### Met3 routing, run 1

Scale bar: 20 µm.
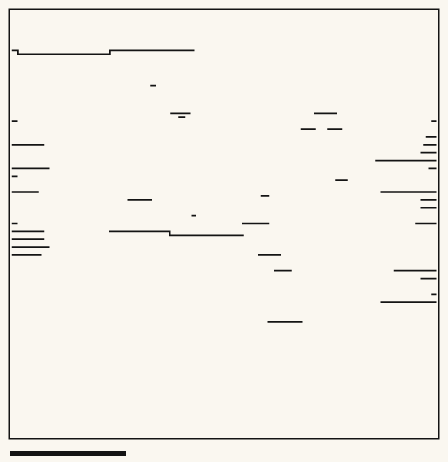
### Cell density map, run 1

7 x 7 tiles, from white (low) to dark blue (high), 0 to 100% covered.
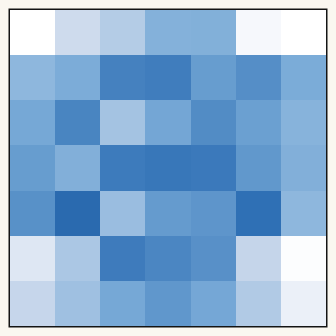
### Sequential cells coloured by netlist name, run 1

Scale bar: 20 µm.
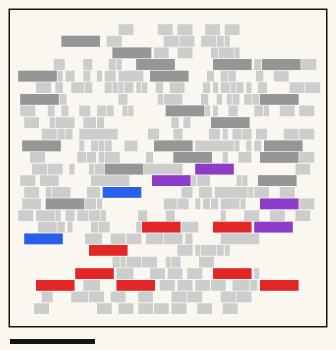
**src/rtl/instr_encoder_loader_if.sv**
```systemverilog
// Groups the instruction-loader handshake, session control and instruction-memory write bus.
// Latency: none; this is a signal bundle only.
// Backpressure: InReady throttles the instruction source; MemAck stalls the memory write.
// Ports: master = instruction source plus memory model (testbench side); slave = encoder/loader.
interface instr_encoder_loader_if;
   logic       Start;
   logic [7:0] BaseAddr;
   logic       InValid;
   logic       InReady;
   logic [1:0] Opcode;
   logic [2:0] Rd;
   logic [7:0] Imm;
   logic       ImmSel;
   logic       Last;
   logic       MemWrEn;
   logic [7:0] MemAddr;
   logic [7:0] MemData;
   logic       MemAck;
   logic       Busy;
   logic       Done;
   logic       Err;
   logic [3:0] ErrCount;
   logic [7:0] Count;
   logic       Wrap;

   modport master (
      output Start, BaseAddr, InValid, Opcode, Rd, Imm, ImmSel, Last, MemAck,
      input  InReady, MemWrEn, MemAddr, MemData, Busy, Done, Err, ErrCount, Count, Wrap
   );

   modport slave (
      input  Start, BaseAddr, InValid, Opcode, Rd, Imm, ImmSel, Last, MemAck,
      output InReady, MemWrEn, MemAddr, MemData, Busy, Done, Err, ErrCount, Count, Wrap
   );
endinterface

```
**src/rtl/instr_encoder_loader.sv**
```systemverilog
// Encodes instruction fields into 8-bit InstrCode words and writes them to instruction memory.
// Latency: write request appears the cycle after the accepting edge; peak rate one instruction per 2 cycles.
// Backpressure: InReady is low while a write waits for MemAck; the write is held with no timeout.
// Ports: clk, reset_n (async active-low); bus (slave modport) carries session control, the
// instruction handshake (InValid/InReady + fields), the memory write port and status outputs.
module instr_encoder_loader (
   input logic                   clk,
   input logic                   reset_n,
   instr_encoder_loader_if.slave bus
);

   typedef enum logic [1:0] {
      IDLE   = 2'd0,
      ACCEPT = 2'd1,
      WRITE  = 2'd2,
      DONE   = 2'd3
   } state_t;

   state_t     state_q;
   state_t     state_d;

   logic [7:0] addr_q;
   logic [7:0] data_q;
   logic [7:0] count_q;
   logic [3:0] errcnt_q;
   logic       err_q;
   logic       wrap_q;
   logic       last_q;

   logic       xfer;
   logic       range_err;
   logic       mem_done;
   logic [7:0] enc;

   assign xfer     = (state_q == ACCEPT) && bus.InValid;
   assign mem_done = (state_q == WRITE) && bus.MemAck;

   // Immediate must fit its field: 3 bits for sll/addi, 6 bits for jump.
   assign range_err = bus.ImmSel ? (bus.Imm[7:6] != 2'b00) : (bus.Imm[7:3] != 5'b00000);
   assign enc       = bus.ImmSel ? {bus.Opcode, bus.Imm[5:0]}
                                 : {bus.Opcode, bus.Rd, bus.Imm[2:0]};

   always_ff @(posedge clk or negedge reset_n) begin
      if (!reset_n) begin
         state_q <= IDLE;
      end else begin
         state_q <= state_d;
      end
   end

   always_comb begin
      state_d = state_q;
      case (state_q)
         IDLE: begin
            if (bus.Start) state_d = ACCEPT;
         end
         ACCEPT: begin
            if (xfer) begin
               // A dropped instruction still honours Last so the session can close.
               if (range_err) state_d = bus.Last ? DONE : ACCEPT;
               else           state_d = WRITE;
            end
         end
         WRITE: begin
            if (bus.MemAck) state_d = last_q ? DONE : ACCEPT;
         end
         DONE: begin
            state_d = IDLE;
         end
         default: state_d = IDLE;
      endcase
   end

   always_ff @(posedge clk or negedge reset_n) begin
      if (!reset_n) begin
         addr_q   <= 8'd0;
         data_q   <= 8'd0;
         count_q  <= 8'd0;
         errcnt_q <= 4'd0;
         err_q    <= 1'b0;
         wrap_q   <= 1'b0;
         last_q   <= 1'b0;
      end else begin
         if ((state_q == IDLE) && bus.Start) begin
            addr_q   <= bus.BaseAddr;
            count_q  <= 8'd0;
            errcnt_q <= 4'd0;
            err_q    <= 1'b0;
            wrap_q   <= 1'b0;
         end
         if (xfer) begin
            if (range_err) begin
               err_q <= 1'b1;
               if (errcnt_q != 4'hF) errcnt_q <= errcnt_q + 4'd1;
            end else begin
               data_q <= enc;
               last_q <= bus.Last;
            end
         end
         if (mem_done) begin
            addr_q <= addr_q + 8'd1;
            if (addr_q == 8'hFF)   wrap_q  <= 1'b1;
            if (count_q != 8'hFF)  count_q <= count_q + 8'd1;
         end
      end
   end

   // Strobes decode straight from the state register so reset clears them without a clock.
   assign bus.InReady  = (state_q == ACCEPT);
   assign bus.MemWrEn  = (state_q == WRITE);
   assign bus.Busy     = (state_q == ACCEPT) || (state_q == WRITE);
   assign bus.Done     = (state_q == DONE);
   assign bus.MemAddr  = addr_q;
   assign bus.MemData  = data_q;
   assign bus.Count    = count_q;
   assign bus.ErrCount = errcnt_q;
   assign bus.Err      = err_q;
   assign bus.Wrap     = wrap_q;

endmodule

```
**src/flat_wrapper.sv**
```systemverilog
// flat-port wrapper written by rule: the top's interface ports become plain ports
module instr_encoder_loader_flat 
  (clk, reset_n, bus_Start, bus_BaseAddr, bus_InValid, bus_Opcode, bus_Rd, bus_Imm, bus_ImmSel, bus_Last, bus_MemAck, bus_InReady, bus_MemWrEn, bus_MemAddr, bus_MemData, bus_Busy, bus_Done, bus_Err, bus_ErrCount, bus_Count, bus_Wrap);
  instr_encoder_loader_if bus_i ();
  input logic clk;
  input logic reset_n;
  input wire logic [$bits(bus_i.Start)-1:0] bus_Start;
  input wire logic [$bits(bus_i.BaseAddr)-1:0] bus_BaseAddr;
  input wire logic [$bits(bus_i.InValid)-1:0] bus_InValid;
  input wire logic [$bits(bus_i.Opcode)-1:0] bus_Opcode;
  input wire logic [$bits(bus_i.Rd)-1:0] bus_Rd;
  input wire logic [$bits(bus_i.Imm)-1:0] bus_Imm;
  input wire logic [$bits(bus_i.ImmSel)-1:0] bus_ImmSel;
  input wire logic [$bits(bus_i.Last)-1:0] bus_Last;
  input wire logic [$bits(bus_i.MemAck)-1:0] bus_MemAck;
  output wire logic [$bits(bus_i.InReady)-1:0] bus_InReady;
  output wire logic [$bits(bus_i.MemWrEn)-1:0] bus_MemWrEn;
  output wire logic [$bits(bus_i.MemAddr)-1:0] bus_MemAddr;
  output wire logic [$bits(bus_i.MemData)-1:0] bus_MemData;
  output wire logic [$bits(bus_i.Busy)-1:0] bus_Busy;
  output wire logic [$bits(bus_i.Done)-1:0] bus_Done;
  output wire logic [$bits(bus_i.Err)-1:0] bus_Err;
  output wire logic [$bits(bus_i.ErrCount)-1:0] bus_ErrCount;
  output wire logic [$bits(bus_i.Count)-1:0] bus_Count;
  output wire logic [$bits(bus_i.Wrap)-1:0] bus_Wrap;
  assign bus_i.Start = bus_Start;
  assign bus_i.BaseAddr = bus_BaseAddr;
  assign bus_i.InValid = bus_InValid;
  assign bus_i.Opcode = bus_Opcode;
  assign bus_i.Rd = bus_Rd;
  assign bus_i.Imm = bus_Imm;
  assign bus_i.ImmSel = bus_ImmSel;
  assign bus_i.Last = bus_Last;
  assign bus_i.MemAck = bus_MemAck;
  assign bus_InReady = bus_i.InReady;
  assign bus_MemWrEn = bus_i.MemWrEn;
  assign bus_MemAddr = bus_i.MemAddr;
  assign bus_MemData = bus_i.MemData;
  assign bus_Busy = bus_i.Busy;
  assign bus_Done = bus_i.Done;
  assign bus_Err = bus_i.Err;
  assign bus_ErrCount = bus_i.ErrCount;
  assign bus_Count = bus_i.Count;
  assign bus_Wrap = bus_i.Wrap;
  instr_encoder_loader u_core (.clk(clk), .reset_n(reset_n), .bus(bus_i));
endmodule
```
**config.mk**
```make
export PLATFORM = sky130hd
export DESIGN_NAME = instr_encoder_loader_flat
export DESIGN_NICKNAME = d
export VERILOG_FILES = /design/src/rtl/instr_encoder_loader_if.sv /design/src/rtl/instr_encoder_loader.sv /design/src/flat_wrapper.sv
export SDC_FILE = /design/constraint.sdc
export NUM_CORES = 1
export LEC_CHECK = 0
export CAP_MARGIN = 0
export CORE_UTILIZATION = 35
export CTS_BUF_LIST = sky130_fd_sc_hd__clkbuf_16
export DETAILED_ROUTE_END_ITERATION = 12
export SLEW_MARGIN = 20
export SYNTH_ARGS = -nofsm -noshare
export SYNTH_HDL_FRONTEND = slang
export SYNTH_SLANG_ARGS = --single-unit
```
**constraint.sdc**
```tcl
create_clock -name clk -period 3.55 [get_ports clk]
set_clock_uncertainty 0.15 [all_clocks]
set_input_delay 0.8875 -clock clk [delete_from_list [all_inputs] [get_ports clk]]
set_output_delay 0.8875 -clock clk [all_outputs]
set_load 0.01 [all_outputs]
```
==> summary.txt, run 1 <==
flow finished, numbers: Cell Area, Synth 0.00181 mm², Worst Path Max Fanout 6, slowest CP cell clkdlybuf4s50_1, Power, Total 0.00181 W, worst hold endpoint u_core.bus.MemData[4]$_DFFE_PN0P_, Non-clock buffers 62, Peak VDD IR 0.456 mV, Chip Area 0.00547 mm², largest class logic gates, CTS H-tree depth 2, post-route clock period utilization 76.2%, area grow syn2layout 44.7%, pre-CTS setup slack 894 ps, FF+latch count 33, final setup fails 0, Cells after Synth 188, cell type with the largest total area dfrtp_1, GRT Total Usage 17.5%, Clock Tree Buf Depth 2, Signal inverters 10, Worst Hold Class flop to flop, Syn Area/Cell 9.64 µm², Chip Area, Yosys 0.00181 mm², fin. max-slew vios 0, Net Sw Frac 35.0%, Remaining DRCs 0, area share, top type 45.6%, Die Y 73.9 µm, post-place instance area 0.00248 mm², count of different cell masters after synthesis 42, share of layout cells above drive strength 1 8.70%, Layout fillers 466, Post-synth seq share 45.6%, post-CTS sizing 0, antenna viol nets, final 0, sequential group share of total power 34.9%, required time worst endpoint 2510 ps, post-route cell area 0.00262 mm², Crit Path Class flop to output port, clock buffer count 5, Comb gate area 913 µm², Leakage 1.07 nW, Die X 73.9 µm, WL met1 2120 µm, status complete, no violations, gpl congestion 0.762, Latency at later pin 270 ps, Nets 288, worst stage delay on the critical path 580 ps, Seq/total area 31.5%, post-layout min period 2710 ps, Min-Delay Path Depth 2
Notes on 'Met3 routing' above:
longest straight run: 15.9 µm
nets with wire on the layer: 35
share of all routed wire: 4.4%
main direction: horizontal
wire length on this layer: 188 µm
Routed WL: 4310 µm
met3 usage: 3.93%
vias: 1642

Notes on 'Cell density map' above:
fullest tile: 77%
mean over tiles: 46%
emptiest ninth of the die: bottom right
tiles over 75% full: 2.0%
nearly empty tiles: 6.1%
Final Core Density: 54.1%
FP Util: 37.4%
core area: 0.00485 mm²

Notes on 'Sequential cells coloured by netlist name' above:
| signal | colour | sequential cells |
|---|---|---|
| `u_core.bus.MemData` | red | 8 |
| `u_core.state_q` | blue | 2 |
| `u_core.bus.ErrCount` | purple | 4 |
Sequential Power: 0.000631 W
Flop area: 826 µm²

## run 1: per-layer routing
layer | GRT usage, % | vias to the layer above
li1 | - | 812
met1 | 24.4 | 774
met2 | 26.2 | 49
met3 | 3.93 | 7
met4 | 7.69 | 0
met5 | 0 | -
## run 1: power by group through the flow
stage                     Combinational [W]  Sequential (W)  Clock, W
final                              0.000761        0.000631  0.000416
after global routing               0.000846        0.000653  0.000443
after CTS                          0.000768        0.000631  0.000428
after detailed placement           0.000765        0.000637         0
after global placement             0.000763        0.000636         0
after floorplan                    0.000341        0.000672         0
## run 1: cells in the mapped netlist, types with 2 or more instances
cell type and count:
nor2_1 13, a21oi_1 9, o211ai_1 5, o22ai_1 3, nand3_1 11, clkbuf_1 2
o21ai_0 17, nand2_1 25, inv_1 10, mux2_2 6, dfrtp_1 33, buf_6 2
or3_1 4, mux2i_1 7, and2_1 2, ha_1 8, a211oi_1 2, nand4_1 5
## run 1: cells by family after synthesis
family	synth area share, %
AND-OR/OR-AND	19.0
XOR/XNOR	0.484
adder cells (fa/ha/maj)	5.53
buffers and inverters	4.01
flip-flops	45.6
multiplexers	7.60
AND/OR/NAND/NOR	17.8
## run 1: critical path: cells and delay by family (launching register included)
| kind | cells | cell delay, ps |
|---|---|---|
| fa+ha+maj | 1 | 270 |
| buf+inv | 2 | 700 |
| flops | 1 | 430 |
## run 1: state kept, by name, summed over array words and instances, names as in the netlist
register             cells
u_core.bus.Wrap          1
u_core.bus.MemData       8
u_core.bus.MemAddr       8
u_core.state_q           2
u_core.bus.Count         8
u_core.bus.ErrCount      4
u_core.last_q            1
u_core.bus.Err           1
==> run 2: changes to the inputs <==
clock period = 2.8 ns   (was 3.55 ns; I/O delays follow)
### Cell outlines without signal wires, run 2

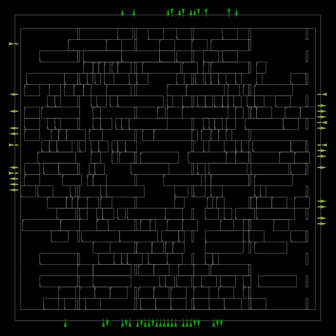
num tapcells: 67
Seq/total area: 30.6%
Layout fillers: 436
FF+latch count: 33
Final Core Density: 55.7%

### Met3 routing, run 2

Scale bar: 20 µm.
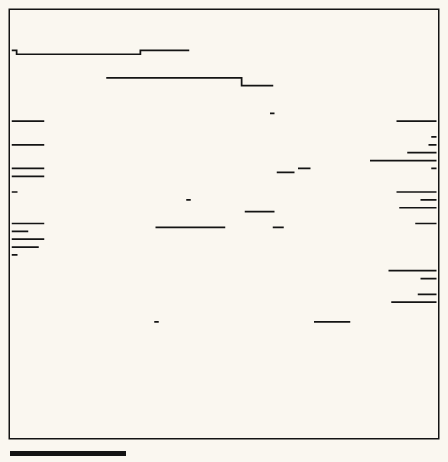
Routed WL: 4300 µm
vias: 1637
met3 usage: 4.47%

==> summary.txt, run 2 <==
flow finished, numbers: Flop area 826 µm² (unchanged), share of layout cells above drive strength 1 10.1% (was 8.70%), FP Util 37.4% (unchanged), initial antenna violation count 0 (unchanged), Die Y 73.9 µm (unchanged), largest net degree at the start of global routing 34 (unchanged), Worst Path Buf+Inv 2 (unchanged), CTS Buf Count 5 (unchanged), first-pass GRT wire length 7240 µm (was 7330 µm), Reg clk slew, reported paths 60 ps (was 50 ps), Via density 5.05 (was 5.13), Ports 62 (unchanged), Rows 25 (unchanged), required time worst endpoint 1950 ps (was 2510 ps), M2 GR Usage 27.0% (was 26.2%), area grow syn2layout 49.0% (was 44.7%), Post-CTS Setup Bufs 0 (unchanged), most frequent cells after synthesis dfrtp_1 (33), nand2_1 (25), o21ai_0 (17) (unchanged), # Cells Yosys 188 (unchanged), most common cell in the netlist dfrtp_1 (unchanged), area share, top type 45.6% (unchanged), top layer in use met4 (unchanged), CTS tree yes (unchanged), fin. max-slew vios 0 (unchanged), Worst Hold Class flop to flop (unchanged), Latency at later pin 280 ps (was 270 ps), CP endpoint kind output port (unchanged), worst-path cell chain inv_1 > ha_1 > clkdlybuf4s50_1 (unchanged), Peak VDD IR 0.504 mV (was 0.456 mV), Peak Freq 0.399 GHz, Worst Max-Slew Pin Slew 421 ps (was 568 ps), post-route clock period utilization 89.4%, GR peak layer met2 (unchanged), final setup fails 0 (unchanged), Crit path max-delay family buffers and inverters (unchanged), Syn Area/Cell 9.64 µm² (unchanged), cts hold-fix bufs 0 (unchanged), Power, Total 0.00249 W (was 0.00181 W), Yosys reg bits 33 (unchanged), Clock Tree Buf Depth 2 (unchanged), r2r startpoint u_core.state_q[0]$_DFFE_PN0P_ (unchanged), core area 0.00485 mm² (unchanged), Critical Path Start u_core.state_q[1]$_DFFE_PN0P_ (unchanged), Crit Path Class flop to output port (unchanged), gpl congestion 0.798 (was 0.762), routing usage on met1 23.9% (was 24.4%), Chip Area 0.00547 mm² (unchanged), post-layout min period 2500 ps, Comb gate area 913 µm² (unchanged), CTS H-tree depth 2 (unchanged), Chip Area, Yosys 0.00181 mm² (unchanged), Post-synth EDFFs 0 (unchanged), Worst Path Arrival 1650 ps (was 1670 ps), post-CTS sizing 0 (unchanged), worst stage delay on the critical path 570 ps (was 580 ps), Post-synth seq share 45.6% (unchanged), Nets 292 (was 288), Cell Area, Synth 0.00181 mm² (unchanged), GRT Total Usage 17.6% (was 17.5%), status complete, no violations (unchanged), port buffer count 61 (unchanged), cell type with the largest total area dfrtp_1 (unchanged), Leakage 1.11 nW (was 1.07 nW), count of different cell masters after synthesis 42 (unchanged), WL met1 2120 µm (unchanged), antenna viol nets, final 0 (unchanged), Remaining DRCs 0 (unchanged), Worst Path Max Fanout 6 (unchanged), Die X 73.9 µm (unchanged), Cells after Synth 188 (unchanged), slowest CP cell clkdlybuf4s50_1 (unchanged)
### Sequential cells coloured by netlist name, run 2

Scale bar: 20 µm.
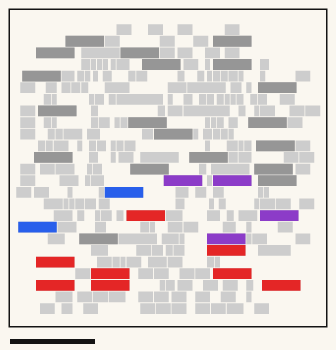
Sequential Power: 0.000801 W

[run 2: cells by family (layout without fill, tap and decap cells)]
group | count (synthesis) | count (layout) | share of synthesized area, %
muxes | 13 | 13 | 7.60
adders and majority gates | 8 | 8 | 5.53
DFF | 33 | 33 | 45.6
AOI/OAI and AO/OA | 50 | 50 | 19.0
buffers and inverters | 15 | 84 | 4.01
xor gates and xnor gates | 1 | 1 | 0.484
and+or+nand+nor | 68 | 68 | 17.8
[run 2: cell type report]
type | instances | area share, %
Tap cell | 67 | 3.11
Multi-Input combinational cell | 140 | 33.8
Clock buffer | 5 | 4.64
Inverter | 10 | 1.39
Sequential cell | 33 | 30.6
Timing Repair Buffer | 66 | 24.0
Clock inverter | 3 | 2.41
[run 2: where the power goes]
part	internal, W	total [W]	switching (W)
logic	0.000532	0.000981	0.000449
registers	0.000644	0.000801	0.000157
clock network	0.000508	0.000710	0.000202
[run 2: metrics by stage]
stage                     hold slack [ps]  std cells  util (%)  area, µm²  worst slack [ps]
final                                 325        324      55.7       2700               295
after global routing                  348        324      55.7       2700               192
after CTS                             334        324      55.7       2700               265
after detailed placement              321        316      51.7       2510               368
after global placement                316        316      51.7       2510               428
after floorplan                       254        188         -       1810              1000
[run 2: final timing paths]
| kind | end | slack [ps] | depth (start not counted) |
|---|---|---|---|
| worst max-delay path | bus_InReady | 300 | 3 |
| worst min-delay path | u_core.bus.Err$_DFF_PN0_ | 320 | 2 |
| worst max register to register | u_core.bus.Count[7]$_DFF_PN0_ | 760 | 6 |
| worst min register to register | u_core.bus.Err$_DFF_PN0_ | 320 | 2 |
| max in group asynchronous | u_core.bus.MemData[1]$_DFFE_PN0P_ | 1510 | 2 |
| min in group asynchronous | u_core.bus.MemData[5]$_DFFE_PN0P_ | 680 | 2 |
==> run 3: changes to the inputs <==
CORE_ASPECT_RATIO = 0.7   (was unset)
clock period = 3.1 ns   (was 2.8 ns; I/O delays follow)
### Sequential cells coloured by netlist name, run 3

Scale bar: 20 µm.
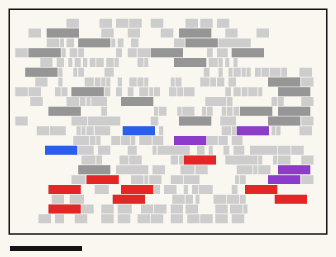
| signal | colour | sequential cells |
|---|---|---|
| `u_core.bus.ErrCount` | purple | 4 |
| `u_core.state_q` | blue | 2 |
| `u_core.bus.MemData` | red | 8 |
Seq/total area: 31.4%
Final Core Density: 53.8%

### Cell density map, run 3

9 x 6 tiles, from white (low) to dark blue (high), 0 to 100% covered.
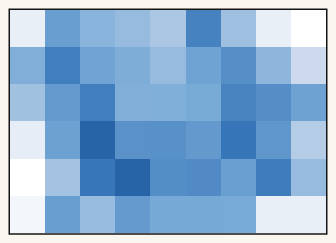
emptiest ninth of the die: top right
tiles over 75% full: 3.7%
fullest tile: 80%
core area: 0.00489 mm²
FP Util: 37.1%

==> summary.txt, run 3 <==
flow finished, numbers: Chip Area, Yosys 0.00181 mm² (unchanged), Combinational Power Share 42.4% (was 39.4%), Remaining DRCs 0 (unchanged), most frequent cells after synthesis dfrtp_1 (33), nand2_1 (25), o21ai_0 (17) (unchanged), area share, top type 45.6% (unchanged), Pwr top combinational cells (unchanged), Clk network pwr share 23.0% (was 28.5%), Via density 4.93 (was 5.05), fin. max-slew vios 0 (unchanged), Die Y 62.2 µm (was 73.9 µm), area grow syn2layout 45.2% (was 49.0%), vias 1594 (was 1637), r2r startpoint u_core.state_q[0]$_DFFE_PN0P_ (unchanged), PnR worst setup slack 497 ps (was 295 ps), Min-Delay Path Depth 2 (unchanged), combinational power 0.000886 W (was 0.000981 W), first-pass GRT wire length 7650 µm (was 7240 µm), Peak VDD IR 0.359 mV (was 0.504 mV), Latency at later pin 280 ps (about the same), share of layout cells above drive strength 1 9.06% (was 10.1%), Ports 62 (unchanged), Int Power 0.00135 W (was 0.00168 W), CTS H-tree depth 2 (unchanged), # Cells Yosys 188 (unchanged), gpl congestion 0.782 (was 0.798), cts hold-fix bufs 0 (unchanged), Nets 289 (was 292), Reg clk slew, reported paths 50 ps (was 60 ps), Peak Freq 0.384 GHz, status complete, no violations (unchanged), worst hold margin 318 ps (was 325 ps), Die X 88.0 µm (was 73.9 µm), Worst Hold Class flop to flop (unchanged), Crit Path Class flop to output port (unchanged), GRT Total Usage 18.2% (was 17.6%), port buffer count 61 (unchanged), most common cell in the netlist dfrtp_1 (unchanged), Worst Path Arrival 1680 ps (was 1650 ps), Cell Area, Synth 0.00181 mm² (unchanged), post-route clock period utilization 84.0%, Leakage 1.08 nW (was 1.11 nW), Chip Area 0.00547 mm² (about the same), CTS Buf Count 5 (unchanged), count of different cell masters after synthesis 42 (unchanged), Syn Area/Cell 9.64 µm² (unchanged), Worst Max-Slew Pin Slew 540 ps (was 421 ps), Critical Path Start u_core.state_q[1]$_DFFE_PN0P_ (unchanged), largest net degree at the start of global routing 34 (unchanged), pre-CTS setup slack 547 ps (was 368 ps), Cells after Synth 188 (unchanged), Post-synth seq share 45.6% (unchanged), final setup fails 0 (unchanged), post-CTS sizing 0 (unchanged), initial antenna violation count 0 (unchanged), sequential group share of total power 34.7% (was 32.1%)
### Cell outlines without signal wires, run 3

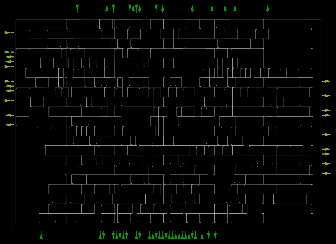
Rows: 21
Layout fillers: 452

run 3: kinds of logic after synthesis:
family,synth area share [%]
simple gates,17.8
compound gates,19.0
flops,45.6
buf+inv,4.01
mux,7.60
fa+ha+maj,5.53
xor+xnor,0.484
run 3: final timing paths:
check | end | slack, ps
worst max register to register | u_core.bus.Count[7]$_DFF_PN0_ | 1050
max in group asynchronous | u_core.bus.Count[5]$_DFF_PN0_ | 1740
worst min register to register | u_core.bus.Err$_DFF_PN0_ | 320
min in group asynchronous | u_core.bus.MemData[0]$_DFFE_PN0P_ | 760
worst max-delay path | bus_InReady | 500
worst min-delay path | u_core.bus.Err$_DFF_PN0_ | 320
run 3: layer usage:
layer  routed length [µm]  global-route usage (%)  vias up
met5                    0                       0        -
met4                   74                    7.58        0
met3                  137                    4.12        7
met2                 1740                    25.1       32
met1                 2360                    26.9      740
li1                     -                       -      815
run 3: layout make-up:
class / instances / area (µm²)
Clock buffer: 5 / 125
Clock inverter: 3 / 17.5
Fill cell: 452 / 2260
Inverter: 10 / 37.5
Multi-Input combinational cell: 140 / 913
Sequential cell: 33 / 826
Tap cell: 69 / 86.3
Timing Repair Buffer: 63 / 626
run 3: metrics by stage:
stage	instance area (µm²)	power (W)	cells
floorplan	1810	0.00116	188
global placement	2490	0.00162	315
finish	2630	0.00209	323
global route	2630	0.00225	323
CTS	2630	0.00211	323
detailed placement	2490	0.00162	315
run 3: critical path: stages, from the launching register on:
cell             delay (ps)
dfrtp_1                 430
inv_1                   120
ha_1                    270
clkdlybuf4s50_1         590
Power figures rest on the tool's default switching activity, not on a simulated workload.
